==> run_1/floorplan.png <==
Bar = 20 µm. Pins as bars on the die edge. Tap cells in gray.
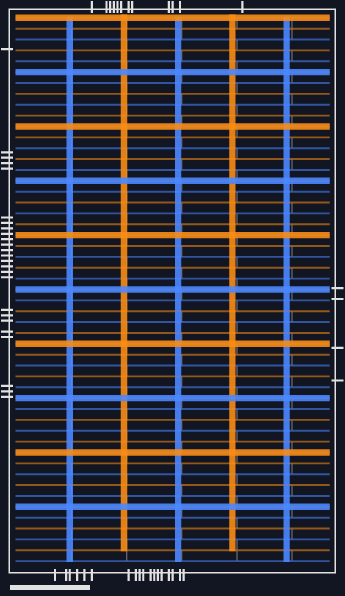
==> run_1/class_map.png <==
Bar = 20 µm.
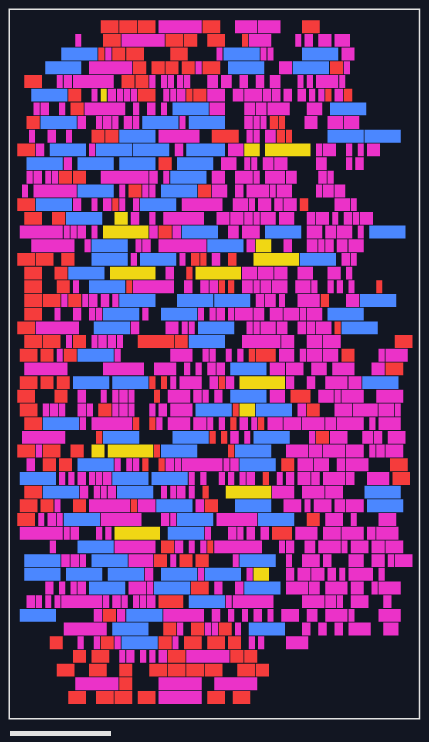
==> run_1/clock_wires.png <==
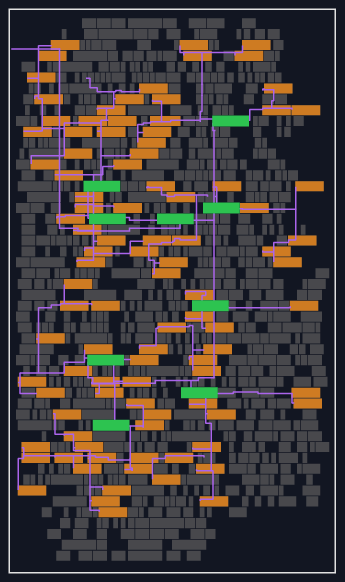
$ cat src/rtl/dshot_pkg.sv
// Shared DShot definitions: mode codes, frame length, bit-rate table and CRC.
package dshot_pkg;

    localparam int FRAME_BITS = 16;

    typedef enum logic [1:0] {
        MODE_DSHOT150  = 2'd0,
        MODE_DSHOT300  = 2'd1,
        MODE_DSHOT600  = 2'd2,
        MODE_DSHOT1200 = 2'd3
    } dshot_mode_e;

    typedef enum logic [1:0] {
        ST_IDLE,
        ST_BIT,
        ST_GAP
    } tx_state_e;

    // Bit rate in kbit/s for each mode code.
    function automatic int rate_kbps(input logic [1:0] mode);
        case (mode)
            MODE_DSHOT150: return 150;
            MODE_DSHOT300: return 300;
            MODE_DSHOT600: return 600;
            default:       return 1200;
        endcase
    endfunction

    // Clock cycles per DShot bit, truncated.
    function automatic int bit_cycles(input int clk_hz, input logic [1:0] mode);
        return clk_hz / (rate_kbps(mode) * 1000);
    endfunction

    // DShot checksum: XOR of the three nibbles of {throttle, telem}.
    function automatic logic [3:0] dshot_crc(input logic [11:0] v12);
        return v12[3:0] ^ v12[7:4] ^ v12[11:8];
    endfunction

endpackage

$ cat src/rtl/dshot_frame_builder.sv
// Builds one 16-bit DShot frame {throttle, telem, crc} for a single channel.
module dshot_frame_builder
    import dshot_pkg::*;
(
    input  logic [10:0]           throttle_i,
    input  logic                  telem_i,
    output logic [FRAME_BITS-1:0] frame_o
);

    logic [11:0] v12;

    assign v12     = {throttle_i, telem_i};
    assign frame_o = {v12, dshot_crc(v12)};

endmodule

$ cat src/rtl/dshot_tx_multi.sv
// Multi-channel DShot transmitter: one shared bit timer drives all channels
// bit-aligned, each channel carrying its own latched frame.
module dshot_tx_multi
    import dshot_pkg::*;
#(
    parameter int NUM_MOTORS = 4,
    parameter int CLK_HZ     = 50000000,
    parameter int GAP_BITS   = 2
) (
    input  logic                     i_clk,
    input  logic                     i_reset,
    input  logic [1:0]               i_mode,
    input  logic [NUM_MOTORS*11-1:0] i_throttle,
    input  logic [NUM_MOTORS-1:0]    i_telem,
    input  logic                     i_valid,
    output logic                     o_ready,
    output logic [NUM_MOTORS-1:0]    o_motor,
    output logic                     o_busy
);

    localparam int BC_0  = bit_cycles(CLK_HZ, 2'd0);
    localparam int BC_1  = bit_cycles(CLK_HZ, 2'd1);
    localparam int BC_2  = bit_cycles(CLK_HZ, 2'd2);
    localparam int BC_3  = bit_cycles(CLK_HZ, 2'd3);
    // DShot150 has the longest bit, so its period sizes every counter.
    localparam int CW    = $clog2(BC_0 + 1);
    localparam int IW    = ($clog2(GAP_BITS) > 4) ? $clog2(GAP_BITS) : 4;
    localparam logic [IW-1:0] LAST_BIT = IW'(FRAME_BITS - 1);
    localparam logic [IW-1:0] GAP_LAST = IW'(GAP_BITS - 1);

    tx_state_e               state_q, state_d;
    logic [CW-1:0]           cnt_q, cnt_d;
    logic [IW-1:0]           idx_q, idx_d;
    logic [CW-1:0]           bc_q, t1h_q, t0h_q;
    logic [CW-1:0]           bc_sel, t1h_sel, t0h_sel;
    logic                    ready_q;
    logic [NUM_MOTORS-1:0]   motor_q, motor_d;
    logic                    accept;
    logic                    bit_end;

    assign accept  = i_valid && ready_q;
    assign bit_end = (cnt_q == bc_q - CW'(1));
    assign o_ready = ready_q;
    assign o_busy  = !ready_q;
    assign o_motor = motor_q;

    // Timing constants for the requested mode, captured only on accept.
    always_comb begin
        bc_sel  = CW'(BC_0);
        t1h_sel = CW'(BC_0 * 3 / 4);
        t0h_sel = CW'(BC_0 * 3 / 8);
        case (i_mode)
            2'd1: begin
                bc_sel  = CW'(BC_1);
                t1h_sel = CW'(BC_1 * 3 / 4);
                t0h_sel = CW'(BC_1 * 3 / 8);
            end
            2'd2: begin
                bc_sel  = CW'(BC_2);
                t1h_sel = CW'(BC_2 * 3 / 4);
                t0h_sel = CW'(BC_2 * 3 / 8);
            end
            2'd3: begin
                bc_sel  = CW'(BC_3);
                t1h_sel = CW'(BC_3 * 3 / 4);
                t0h_sel = CW'(BC_3 * 3 / 8);
            end
            default: ;
        endcase
    end

    // Next-state logic: walk 16 data bits, then GAP_BITS silent bit periods.
    always_comb begin
        state_d = state_q;
        cnt_d   = cnt_q;
        idx_d   = idx_q;
        case (state_q)
            ST_IDLE: begin
                if (accept) begin
                    state_d = ST_BIT;
                    idx_d   = LAST_BIT;
                    cnt_d   = '0;
                end
            end
            ST_BIT: begin
                if (bit_end) begin
                    cnt_d = '0;
                    if (idx_q == '0) begin
                        state_d = ST_GAP;
                        idx_d   = GAP_LAST;
                    end else begin
                        idx_d = idx_q - IW'(1);
                    end
                end else begin
                    cnt_d = cnt_q + CW'(1);
                end
            end
            ST_GAP: begin
                if (bit_end) begin
                    cnt_d = '0;
                    if (idx_q == '0) begin
                        state_d = ST_IDLE;
                    end else begin
                        idx_d = idx_q - IW'(1);
                    end
                end else begin
                    cnt_d = cnt_q + CW'(1);
                end
            end
            default: state_d = ST_IDLE;
        endcase
    end

    // State, shared timer, latched timing and registered line outputs.
    always_ff @(posedge i_clk) begin
        if (i_reset) begin
            state_q <= ST_IDLE;
            cnt_q   <= '0;
            idx_q   <= '0;
            bc_q    <= '0;
            t1h_q   <= '0;
            t0h_q   <= '0;
            ready_q <= 1'b0;
            motor_q <= '0;
        end else begin
            state_q <= state_d;
            cnt_q   <= cnt_d;
            idx_q   <= idx_d;
            if (accept) begin
                bc_q  <= bc_sel;
                t1h_q <= t1h_sel;
                t0h_q <= t0h_sel;
            end
            ready_q <= (state_d == ST_IDLE);
            motor_q <= motor_d;
        end
    end

    for (genvar gi = 0; gi < NUM_MOTORS; gi++) begin : g_ch
        logic [FRAME_BITS-1:0] frame_d;
        logic [FRAME_BITS-1:0] frame_q;
        logic [CW-1:0]         high_len;

        dshot_frame_builder u_builder (
            .throttle_i (i_throttle[11*gi +: 11]),
            .telem_i    (i_telem[gi]),
            .frame_o    (frame_d)
        );

        // Frame is captured together with the timing on accept.
        always_ff @(posedge i_clk) begin
            if (i_reset) begin
                frame_q <= '0;
            end else if (accept) begin
                frame_q <= frame_d;
            end
        end

        assign high_len   = frame_q[idx_q[3:0]] ? t1h_q : t0h_q;
        assign motor_d[gi] = (state_q == ST_BIT) && (cnt_q < high_len);
    end

endmodule

$ cat config.mk
export PLATFORM = sky130hd
export DESIGN_NAME = dshot_tx_multi
export DESIGN_NICKNAME = d
export VERILOG_FILES = /design/src/rtl/dshot_pkg.sv /design/src/rtl/dshot_frame_builder.sv /design/src/rtl/dshot_tx_multi.sv
export SDC_FILE = /design/constraint.sdc
export NUM_CORES = 1
export LEC_CHECK = 0
export ABC_CLOCK_PERIOD_IN_PS = 3400
export CAP_MARGIN = 25
export CORE_ASPECT_RATIO = 1.75
export CORE_UTILIZATION = 58
export DETAILED_ROUTE_END_ITERATION = 12
export GPL_TIMING_DRIVEN = 0
export PLACE_DENSITY = 0.8
export SETUP_SLACK_MARGIN = 0.2
export SYNTH_ARGS = -nofsm -noshare
export SYNTH_HDL_FRONTEND = slang
export SYNTH_HIERARCHICAL = 1
export SYNTH_SLANG_ARGS = --single-unit
$ cat constraint.sdc
create_clock -name i_clk -period 3.4 [get_ports i_clk]
set_input_delay 0.34 -clock i_clk [delete_from_list [all_inputs] [get_ports i_clk]]
set_output_delay 0.34 -clock i_clk [all_outputs]
set_load 0.02 [all_outputs]
==> summary.txt, run 1 <==
This memo summarizes the results of the implementation run.

Run status
The run finished with clean final reports.

Place
The final weighted congestion recorded by global placement is 0.883. The number of placed instances with taps included is a little over 900. STA on the placed design reports a worst setup slack of -0.349 ns. The area of placed instances is about 7100 µm². In this run the tool buffered the top-level ports with 58 buffer cells.

Cells and area
The logic share of the area is 0.500. The final core utilization is 0.702. The total area of multi-input combinational cells is 3750 µm².

By instance count after routing, the leading logic cell types are 156 x sky130_fd_sc_hd__nand2_1, 96 x sky130_fd_sc_hd__dfxtp_1, 92 x sky130_fd_sc_hd__a21oi_1. The non-clock inverters instantiated in the layout total 18. The layout has 10 clock buffers. The biggest area consumer among cell classes is combinational gates. The final net count is ~910.

The registers reported with the highest flop counts are g_ch.frame_q x64, cnt_q x9, bc_q x8. Per the layout report, the design carries 866 filler cells. The register cell area after layout is 1940 µm². The count of multi-input gates is 519. The post-route standard cell area excluding fillers is 7510 µm². The proportion of final cell area spent on non-clock buffers is 0.174. The count of sequential standard cells is 97. The number of diodes is 0. Of the total standard cell area in the layout, the sequential portion is 0.259. The number of flip-flops in the largest register is ~64.

Synthesis
The proportion of synthesized area in mux cells is 0.108. The chip area from the yosys synthesis statistics is approximately 6400 µm². The synthesis run shows the most used standard cells to be 156 x sky130_fd_sc_hd__nand2_1, 97 x sky130_fd_sc_hd__dfxtp_1, 94 x sky130_fd_sc_hd__a21oi_1.

The cell count listed in synth_stat.txt is 733. Sorting the synthesis cell report by count puts at the top sky130_fd_sc_hd__nand2_1. The main area contributors are sky130_fd_sc_hd__dfxtp_1 30%, sky130_fd_sc_hd__nand2_1 9.2%, sky130_fd_sc_hd__ha_1 7.5%, sky130_fd_sc_hd__a21oi_1 7.4%, sky130_fd_sc_hd__xor3_1 6.0%. The XOR/XNOR share of the synthesized area is 0.0775. The synthesized design contains 97 register bits. The count of mapped cells out of synthesis is 733. The post-synthesis adder-cell area fraction is 0.0746. Per the post-synthesis stats, the area per cell is 8.70 µm². The post-synthesis share of cell area spent on and-or and or-and gates is 0.156.

Per Yosys stat, the portion of area used by sequential elements is 0.305. The post-synth design cell area is 6370 µm². The area share of the largest cell type after synthesis is 0.305. After synthesis, the share of flip-flops with an asynchronous set or reset is 0. Among the non-sequential cells, simple AND/OR/NAND/NOR gates take the most area.

Routing
The count of nets left with antenna violations once routing finished came out at 0. After detailed routing, the wire length on met1 is roughly 6000 µm. Per the detail_route report, vias per standard cell equal 6.03.

The violation tally recorded at the end of detailed-routing iteration 0 is 403. Routed signal wires occupy layers up through met4. Wire segments on met3 add up to 806 µm in the final route.

According to the report, the first pass of detailed routing completed in 6 iterations. The final routed wirelength across all metal layers is 17,000 µm. The post-route DRC violation count is 0.

Critical path
The critical path contains buffers and inverters numbering 3 combined. For reference, the critical path cell chain is buf_8, buf_4, mux4_2, mux4_2, buf_6, nor2_1, a21oi_1, ha_1, a21o_1, a21o_1, a21oi_2, a21oi_2, a2111oi_2. Per the timing report, the most critical flop-to-flop path finishes at o_motor[3]$_SDFF_PP0_. The largest fanout on the critical path is 7. The category of cells accounting for the largest share of critical-path delay is multiplexers. In the setup report, the worst path falls into the class flip-flop to flip-flop.

The number of cells on the worst reg-to-reg path is 13. The beginning of the critical path is idx_q[0]$_SDFFE_PP0P_. For this design, the slowest cell found on the critical path is sky130_fd_sc_hd__mux4_2. The critical path startpoint category is a flip-flop.

Global route
The aggregate global-route resource usage is 0.308. The first global-routing pass estimated 26,800 µm of wire. The layer with the highest usage is met2. For met1 alone, demand over resource in global routing was 0.314. The global-route track usage on met2 is 0.570. The overall overflow remaining after global route is 0.

STA
Max-slew check failures listed in the final report amount to 0. Setup repair after global routing could not meet its margin everywhere. Post-route period utilization is reported as 0.957. The final worst-path setup slack is 0.145 ns. The setup clock skew after layout is around 0.0090 ns. After routing, the total negative slack on setup checks comes to 0 ns. The worst path in the final design needs a cycle of 3.26 ns, including I/O delays and setup. The final setup violation count is 0.

The pin closest to its max-slew limit shows a slew of about 0.73 ns. Across all hold checks on the routed design, the worst slack comes to 0.457 ns. The flow reports an fmax of between 0.3 and 0.4 GHz.

Pwr
Per the power-grid run, VDD falls by no more than 0.357 mV. The script computed the net switching share of total power as 0.311. The power density relative to cell area is roughly 420 nW/µm². The group that draws the most power in this run is registers.

Of the total power, combinational logic draws 0.302. The sequential share of power is 0.396. The overall power is about 3.2 mW. The power report lists the sequential group at 1.25 mW. The cell leakage power is 3.00 nW. The clock network power consumption is roughly 0.96 mW.

The power report puts the net switching power at 0.984 mW.

Min path
The min-delay analysis places its worst path in the category flip-flop to flip-flop. The terminating pin of the worst hold path is g_ch[0].frame_q[4]$_SDFFE_PP0P_. The cell count of the worst hold path is 2.

Clocking
CTS placed an instance of sky130_fd_sc_hd__clkbuf_16 at the clock tree root. Buffers inserted to repair hold after CTS numbered 0. The clock insertion delay at the later pin of the skew report is 0.34 ns.

The total of cells resized after clock tree synthesis is 14. Clock-pin slew was measured on the worst setup and hold paths at roughly 0.07 ns. The number of buffers created by CTS is 9. The clock H-tree reported by CTS has 3 levels.

Die
The number of standard-cell rows in the floorplan is ~50. The die covers 11,400 µm². The width of the chip is 81.2 µm.

In this run the standard cell core region covers 10,700 µm². The I/O pin count is 59. The share of the core area taken by cells at floorplan is 0.596.
-- floorplan.png (at the start) --
legend:
  orange:
    net: VDD
  blue:
    net: VSS
met4 straps: 5
tap cells: 130
met1 rails: 51
met5 straps: 10

-- class_map.png (at the start) --
legend:
  magenta:
    class: remaining logic cells
    cells: 537
    share_of_their_area: 52%
  blue:
    class: registers
    cells: 97
    share_of_their_area: 26%
  red:
    class: remaining buffers and delay cells
    cells: 169
    share_of_their_area: 18%
  yellow:
    class: clock drivers and dummy loads
    cells: 16
    share_of_their_area: 3.8%

-- clock_wires.png (at the start) --
legend:
  orange:
    item: flip-flops
    count: 97
  green:
    item: clock-net drivers
    count: 9
  purple:
    item: clock wires
    length: 1,080 µm
flops lie: all over the die

run 1: worst register-to-register path, cell delays in order (launching register included):
cell                        delay [ns]
sky130_fd_sc_hd__dfxtp_2          0.33
sky130_fd_sc_hd__buf_8            0.12
sky130_fd_sc_hd__buf_4            0.11
sky130_fd_sc_hd__mux4_2           0.50
sky130_fd_sc_hd__mux4_2           0.53
sky130_fd_sc_hd__buf_6            0.16
sky130_fd_sc_hd__nor2_1           0.08
sky130_fd_sc_hd__a21oi_1          0.05
sky130_fd_sc_hd__ha_1             0.33
sky130_fd_sc_hd__a21o_1           0.19
sky130_fd_sc_hd__a21o_1           0.18
sky130_fd_sc_hd__a21oi_2          0.18
sky130_fd_sc_hd__a21oi_2          0.09
sky130_fd_sc_hd__a2111oi_2        0.30
==> run 2, diff against run 1 <==
Settings changed: PLACE_DENSITY 0.8 to default, PLACE_DENSITY_LB_ADDON from default to 0.15.
==> run_2/layers.png <==
Bar = 20 µm. Only two layers are drawn.
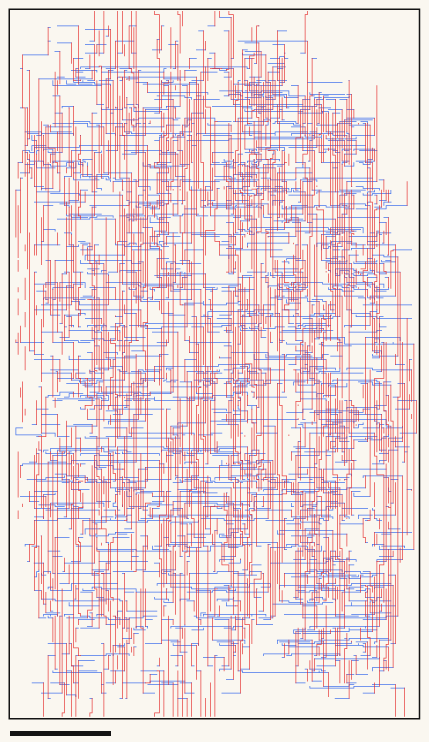
legend:
  red:
    layer: M2
    wire_length: 9,420 µm
  blue:
    layer: M1
    wire_length: 5,870 µm

==> summary.txt, run 2 <==
This memo summarizes the results of the implementation run.

Pwr
The combinational group share of total power is 0.286 (-0.016). Of the total power, the clock network draws 0.333. The clock network power consumption came to 1.10 mW (+20%). The net switching share of the total power came to 0.296 (-0.0152). The power consumed by combinational cells is 0.943 mW. The maximum vdd ir drop was 0.398 mV (+12%). The internal portion of the total power is ~2.3 mW. The overall power is 3.29 mW (+3.9%). The cell leakage power is 3.04 nW (+1.3%). The sequential group power is 1.25 mW (about the same).

The dominant power group is registers. The sequential share of power is 0.380 (-0.016). The total net switching power is 0.973 mW (-1.1%). The power density relative to cell area is 436 nW/µm² (+3.2%).

Clocking
The maximum buffer depth of the clock tree is 2. The number of buffers created by CTS is 9 (unchanged). The clock edge transition at the registers on the reported setup and hold paths came to 0.07 ns (about the same). The count of hold-fix buffers inserted at cts came to 0 (unchanged). The tree is rooted in a sky130_fd_sc_hd__clkbuf_16. The count of H-tree levels built during CTS came to 3 (unchanged). The clock insertion delay at the later pin of the skew report is 0.35 ns (about the same).

TritonCTS built the clock tree. The number of sinks on the clock net is around 97.

Critical path
For reference, the critical path is launched at idx_q[0]$_SDFFE_PP0P_. The slack of the worst reg-to-reg path is ~0.19 ns. Looking at the setup timing report, the critical path kind is flip-flop to flip-flop. The report lists the cells along the critical path as buf_6, buf_4, mux4_2, mux4_2, buf_6, nor2_2, a21oi_2, ha_1, a21o_1, a21o_1, a21oi_2, a21oi_1, a2111oi_2. The timing report gives the biggest stage delay along the critical path as 0.54 ns. The worst endpoint data arrival time is 3.46 ns. In this run the critical register-to-register path is launched from idx_q[0]$_SDFFE_PP0P_. The number of cells on the worst reg-to-reg path came to 13 (unchanged). The worst setup path is captured at a flip-flop. The worst-path cell with the longest stage delay is sky130_fd_sc_hd__mux4_2.

The worst endpoint required time is 3.65 ns. The largest fanout on the critical path came to 7 (unchanged). Following the worst setup path forward leads to its endpoint at o_motor[3]$_SDFF_PP0_.

The buffers plus inverters on the worst setup path is 3 (unchanged). The total stage count of the critical path is 13. The terminus of the critical flop-to-flop path is o_motor[3]$_SDFF_PP0_.

The worst setup path is launched from a flip-flop. The timing report attributes the biggest portion of critical-path delay to multiplexers.

Run
The count of tool warnings is 35. The number of max-capacitance violations reported is 0.

Synthesis
The most instantiated library cell after synthesis is sky130_fd_sc_hd__nand2_1. The count of unique library cells instantiated by Yosys is between 60 and 70. Per the post-synthesis report, the nets total 824. The synthesis report lists the Yosys warning total as 6. The post-synthesis register bit count was 97 (unchanged). The async set or reset register ratio after synthesis is 0 (unchanged). The cell count listed in synth_stat.txt is 733 (unchanged).

The post-synthesis adder-cell area fraction is 0.0746 (unchanged). The most used flip-flop cell is sky130_fd_sc_hd__dfxtp_1. After synthesis, the cell types taking the most area are sky130_fd_sc_hd__dfxtp_1 30%, sky130_fd_sc_hd__nand2_1 9.2%, sky130_fd_sc_hd__ha_1 7.5%, sky130_fd_sc_hd__a21oi_1 7.4%, sky130_fd_sc_hd__xor3_1 6.0%.

The XOR/XNOR share of the synthesized area was 0.0775 (unchanged). Among the non-sequential cells, simple AND/OR/NAND/NOR gates take the most area. The proportion of synthesized area in mux cells was 0.108 (unchanged).

The cell taking the most area after synthesis is sky130_fd_sc_hd__dfxtp_1. The sequential area share after synthesis is 0.305 (unchanged). The number of enable-type register cells in the synthesized netlist is 0. The post-synthesis share of cell area spent on and-or and or-and gates is 0.156 (unchanged). The count of mapped cells out of synthesis is 733 (unchanged). The per-instance average area after synthesis was 8.70 µm² (unchanged). The cell-mix breakdown from Yosys lists the simple-gate area share as 0.173. The post-synth design cell area was 6370 µm² (unchanged).

The chip area from the yosys synthesis statistics is 6370 µm² (unchanged). By count the netlist is led by 156 x sky130_fd_sc_hd__nand2_1, 97 x sky130_fd_sc_hd__dfxtp_1, 94 x sky130_fd_sc_hd__a21oi_1. The area share of the largest cell type after synthesis is 0.305 (unchanged).

Cells and area
The final core utilization is 0.706 (+0.00468). Excluding fillers, the count of instances in the completed layout stands at 947. The post-route standard cell area excluding fillers is 7560 µm² (+0.67%). The number of diodes is 0 (unchanged).

From synthesis to final layout, the design area changed by 18.6%. The largest register by flop count is g_ch.frame_q. The number of flip-flops in the largest register was 64 (unchanged). The final net count is 904 (-0.11%). The largest registers in the layout are g_ch.frame_q x64, cnt_q x9, bc_q x8. The fraction of final layout cells sized beyond drive strength 1 is 0.146. By instance count after routing, the leading logic cell types are 156 x sky130_fd_sc_hd__nand2_1, 96 x sky130_fd_sc_hd__dfxtp_1, 92 x sky130_fd_sc_hd__a21oi_1. The library cell used most frequently in the layout, excluding fill and tap cells, is sky130_fd_sc_hd__nand2_1.

Global route
The initial antenna violation count is 0. The aggregate global-route resource usage came to 0.310 (+0.00148). The global-route wire length before repair is 26,900 µm (+0.54%). The via count of the first global-routing pass came to ~5,700.

The overall overflow remaining after global route is 0 (unchanged). The largest net degree at the start of global routing is 17.

STA
The transition at the pin with the smallest max-transition slack is 0.732 ns (+0.00332 ns). Headroom to the max-slew limit came out at 0.511. The final period utilization is 0.945 (-0.0123). The final setup violation count is 0 (unchanged). The accumulated negative setup slack came to 0 ns (unchanged). Setup repair after global routing could not meet its margin everywhere. The shortest period the worst path allows is 3.21 ns (-0.0417 ns).

The max-slew violation total from the final report came to 0 (unchanged). The worst hold-check slack is 0.456 ns (-0.000588 ns). The final worst-path setup slack is 0.186 ns (+0.0417 ns). Counting endpoints that fail hold in the final report gives 0. The setup clock skew after layout is 0.00285 ns (-0.00618 ns).

The maximum frequency from static timing analysis is 0.311 GHz (+1.3%).

Place
The area of placed instances is 7120 µm² (unchanged). The worst-case setup slack after placement was -0.340 ns (+0.00973 ns). The global placer's final weighted congestion is 0.882 (-0.17%).

The HPWL after detailed placement is roughly 12,000 µm. The number of buffers added on ports is 58 (unchanged). The number of placed instances with taps included is 921 (unchanged).

Routing
The via density per instance is 6.00 (-0.42%). The detailed-router iteration count before antenna repair is 5 (-1). The wire length on met1 came to 5870 µm (-2.1%). After detailed routing, the met2 layer carries 9420 µm of wire.

The met3 wirelength from detailed routing was 827 µm (+2.6%). In the final routed layout, each cell accounts on average for 17.8 µm. The post-route DRC violation count is 0 (unchanged).

The final routed wirelength across all metal layers is 16,800 µm (-0.83%). The remaining antenna violation count is 0 (unchanged). The highest routed metal layer is met4.

The DRC violation total after the first TritonRoute iteration was 398 (-1.2%). The total via count in the routed design is 5,683.

Die
The I/O pin count is 59 (unchanged). The total die area is 11,400 µm² (unchanged). The floorplan core area is 10,700 µm² (unchanged). The effective utilization at floorplan is 0.596 (unchanged). The number of standard-cell rows in the floorplan is 50 (unchanged). The width of the chip came to 81.2 µm (unchanged). The vertical die dimension reported for this design is approximately 140 µm.

Run status
The run finished with clean final reports.

Min path
For hold timing, the worst endpoint is g_ch[3].frame_q[10]$_SDFFE_PP0P_. The startpoint of the tightest hold check path is g_ch[3].frame_q[10]$_SDFFE_PP0P_. The type of the most critical hold path is flip-flop to flip-flop. The cell count of the worst hold path is 2 (unchanged).
run 2: cell counts after synthesis:
No cell type changed its count.
run 2: repair_timing:
item,4_1_cts,5_1_grt
gates resized,13,9
setup endpoints to repair,3,4
pin swaps,2,2
buffers inserted,4,7
run 2: area by class of cell:
type | count | area [µm²]
clock inverters | 6 | 92.6
flip-flops and latches | 97 | 1940
multi-input cells | 519 | 3770
repair buffers | 69 | 663
fillers | 859 | 3140
well taps | 130 | 163
inverters | 18 | 67.6
plain buffers | 99 | 628
clock buffers | 9 | 225
run 2: metal layers:
metal	GRT usage	vias up
li1	-	2682
met1	0.308	2737
met2	0.582	208
met3	0.0505	56
met4	0.172	0
met5	0	-
==> run 3, diff against run 2 <==
Settings changed: CORE_UTILIZATION 58 to 50.
==> run_3/class_map.png <==
Bar = 20 µm.
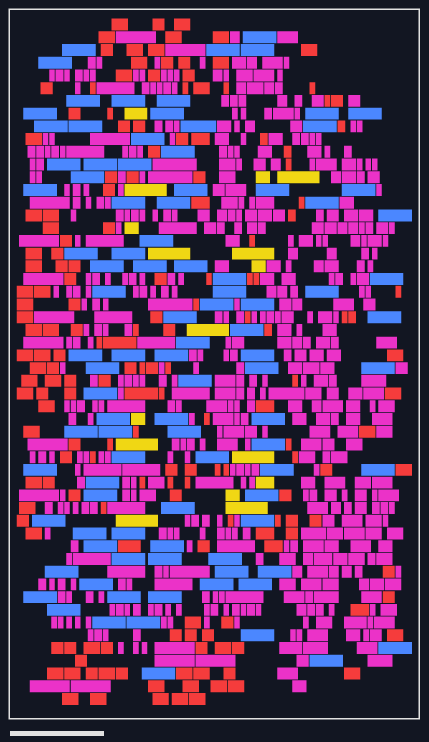
legend:
  blue:
    class: registers
    cells: 97
    share_of_their_area: 26%
  yellow:
    class: clock drivers and dummy loads
    cells: 16
    share_of_their_area: 3.9%
  red:
    class: remaining buffers and delay cells
    cells: 174
    share_of_their_area: 18%
  magenta:
    class: remaining logic cells
    cells: 537
    share_of_their_area: 52%

==> summary.txt, run 3 <==
This memo summarizes the results of the implementation run.

Die
The total die area was 13,200 µm² (+16%). The width of the chip is 87.3 µm (+7.5%). The floorplan core area was 12,400 µm² (+16%). The I/O pin count is 59 (unchanged).

Synthesis
The sequential area share after synthesis was 0.305 (unchanged). By count the netlist is led by 156 x sky130_fd_sc_hd__nand2_1, 97 x sky130_fd_sc_hd__dfxtp_1, 94 x sky130_fd_sc_hd__a21oi_1. The count of unique library cells instantiated by Yosys came to 62 (unchanged). The post-synthesis register bit count is 97 (unchanged).

By instance count, the leading cell after synthesis is sky130_fd_sc_hd__nand2_1. The chip area from the yosys synthesis statistics was 6370 µm² (unchanged). Ranked by total cell area, the synthesized netlist is headed by sky130_fd_sc_hd__dfxtp_1 30%, sky130_fd_sc_hd__nand2_1 9.2%, sky130_fd_sc_hd__ha_1 7.5%, sky130_fd_sc_hd__a21oi_1 7.4%, sky130_fd_sc_hd__xor3_1 6.0%. The cell count listed in synth_stat.txt came to 733 (unchanged). The async set or reset register ratio after synthesis came to 0 (unchanged). The number of nets at floorplan is 824 (unchanged).

Cells and area
The number of diodes was 0 (unchanged). The number of flip-flops in the largest register is 64 (unchanged). The post-route standard cell area excluding fillers is 7660 µm² (+1.4%). The fraction of final layout cells sized beyond drive strength 1 is 0.165 (+0.0194). The final net count is 910 (+0.66%). More flip-flops sit in one register than any other, and that register is g_ch.frame_q. Between the synthesized netlist and the finished layout, the area growth was recorded as 20.3%.

The registers reported with the highest flop counts are g_ch.frame_q x64, cnt_q x9, bc_q x8.

Clocking
Clock tree synthesis selected as its root buffer the cell sky130_fd_sc_hd__clkbuf_16. The clock insertion delay at the later pin of the skew report was 0.35 ns (about the same). TritonCTS built the clock tree. The total of cells resized after clock tree synthesis is 10 (-3). The count of H-tree levels built during CTS is 3 (unchanged). The total setup buffers inserted after CTS is 2 (-2). The number of buffers created by CTS is 9 (unchanged).

Critical path
The critical path startpoint category is a flip-flop. The total stage count of the critical path came to 14 (+1). Broken down by cell family, the worst path's largest delay share belongs to multiplexers. The number of cells on the worst reg-to-reg path is 14 (+1).

The slack of the worst reg-to-reg path is 0.18 ns (about the same). The worst endpoint required time is 3.69 ns (+0.04 ns). For reference, the critical path is launched at idx_q[0]$_SDFFE_PP0P_.

The worst setup path is of the flip-flop to flip-flop kind. The longest individual stage delay on the worst path came to 0.53 ns (about the same). The end of the critical path is o_motor[2]$_SDFF_PP0_.

Pwr
The proportion of power drawn by the clock network came to 0.314 (-0.019). The cell leakage power is 3.05 nW (+0.20%). The sequential group power is 1.25 mW (about the same). The overall power is 3.24 mW (-1.7%). The net switching share of the total power is 0.310 (+0.0146). The cell-internal power is 2.23 mW (-3.7%). The biggest slice of the total power is consumed by registers. The sequential share of power is 0.386 (+0.006).

The power consumed by combinational cells is 0.969 mW (+2.8%). The total net switching power is 1.00 mW (+3.2%).

Place
The number of buffers added on ports was 58 (unchanged). The area of placed instances was 7160 µm² (+0.67%). The global placer's final weighted congestion came to 0.842 (-4.6%).

Run status
The run finished with clean final reports.

Min path
The path class of the tightest hold or removal check is flip-flop to flip-flop. The cell count of the worst hold path is 2 (unchanged). STA shows the worst min-delay path finishing at g_ch[2].frame_q[3]$_SDFFE_PP0P_.

STA
The setup clock skew after layout is 0.00932 ns (+0.00647 ns). The maximum frequency from static timing analysis is 0.311 GHz (about the same). The accumulated negative setup slack came to 0 ns (unchanged). The relative slew slack came to 0.501 (-0.0101).

The final setup violation count is 0 (unchanged). The worst hold-check slack is 0.453 ns (-0.00345 ns).

Routing
Signal routing reaches up to met4. The via density per instance was 5.52 (-8.1%). The final routed wirelength across all metal layers is 16,200 µm (-3.4%). The met2 layer wire length in the routed design came to 9130 µm (-3.1%). The post-route DRC violation count is 0 (unchanged).

The met3 wirelength from detailed routing was 506 µm (-39%).

Global route
The via count of the first global-routing pass is 5,289 (-7.4%). The initial antenna violation count came to 0 (unchanged). The global-route wire length before repair is 25,500 µm (-5.2%). The largest net degree at the start of global routing is 19 (+2).

Run
The number of max-capacitance violations reported was 0 (unchanged).
==> run 3: logic make-up (layout without fill, tap and decap cells) <==
kind of cell	Yosys count	in the layout	synth area share
and+or+nand+nor	249	249	0.173
AOI/OAI and AO/OA	162	162	0.156
buffers and inverters	117	208	0.106
DFF	97	97	0.305
muxes	41	41	0.108
adders and majority gates	38	38	0.0746
xor gates and xnor gates	29	29	0.0775
==> run 3: cell type report <==
type                    count  area [µm²]
plain buffers              99         631
clock buffers              10         239
clock inverters             6        55.1
fillers                  1134        4770
inverters                  18        67.6
multi-input cells         519        3790
flip-flops and latches     97        1940
well taps                 168         210
repair buffers             75         724
==> run 3: layer usage <==
metal	GRT usage	up-vias
met5	0	-
met1	0.265	2609
met3	0.0294	39
met2	0.492	142
li1	-	2681
met4	0.102	0
Power is estimated from default activity; no workload was simulated.
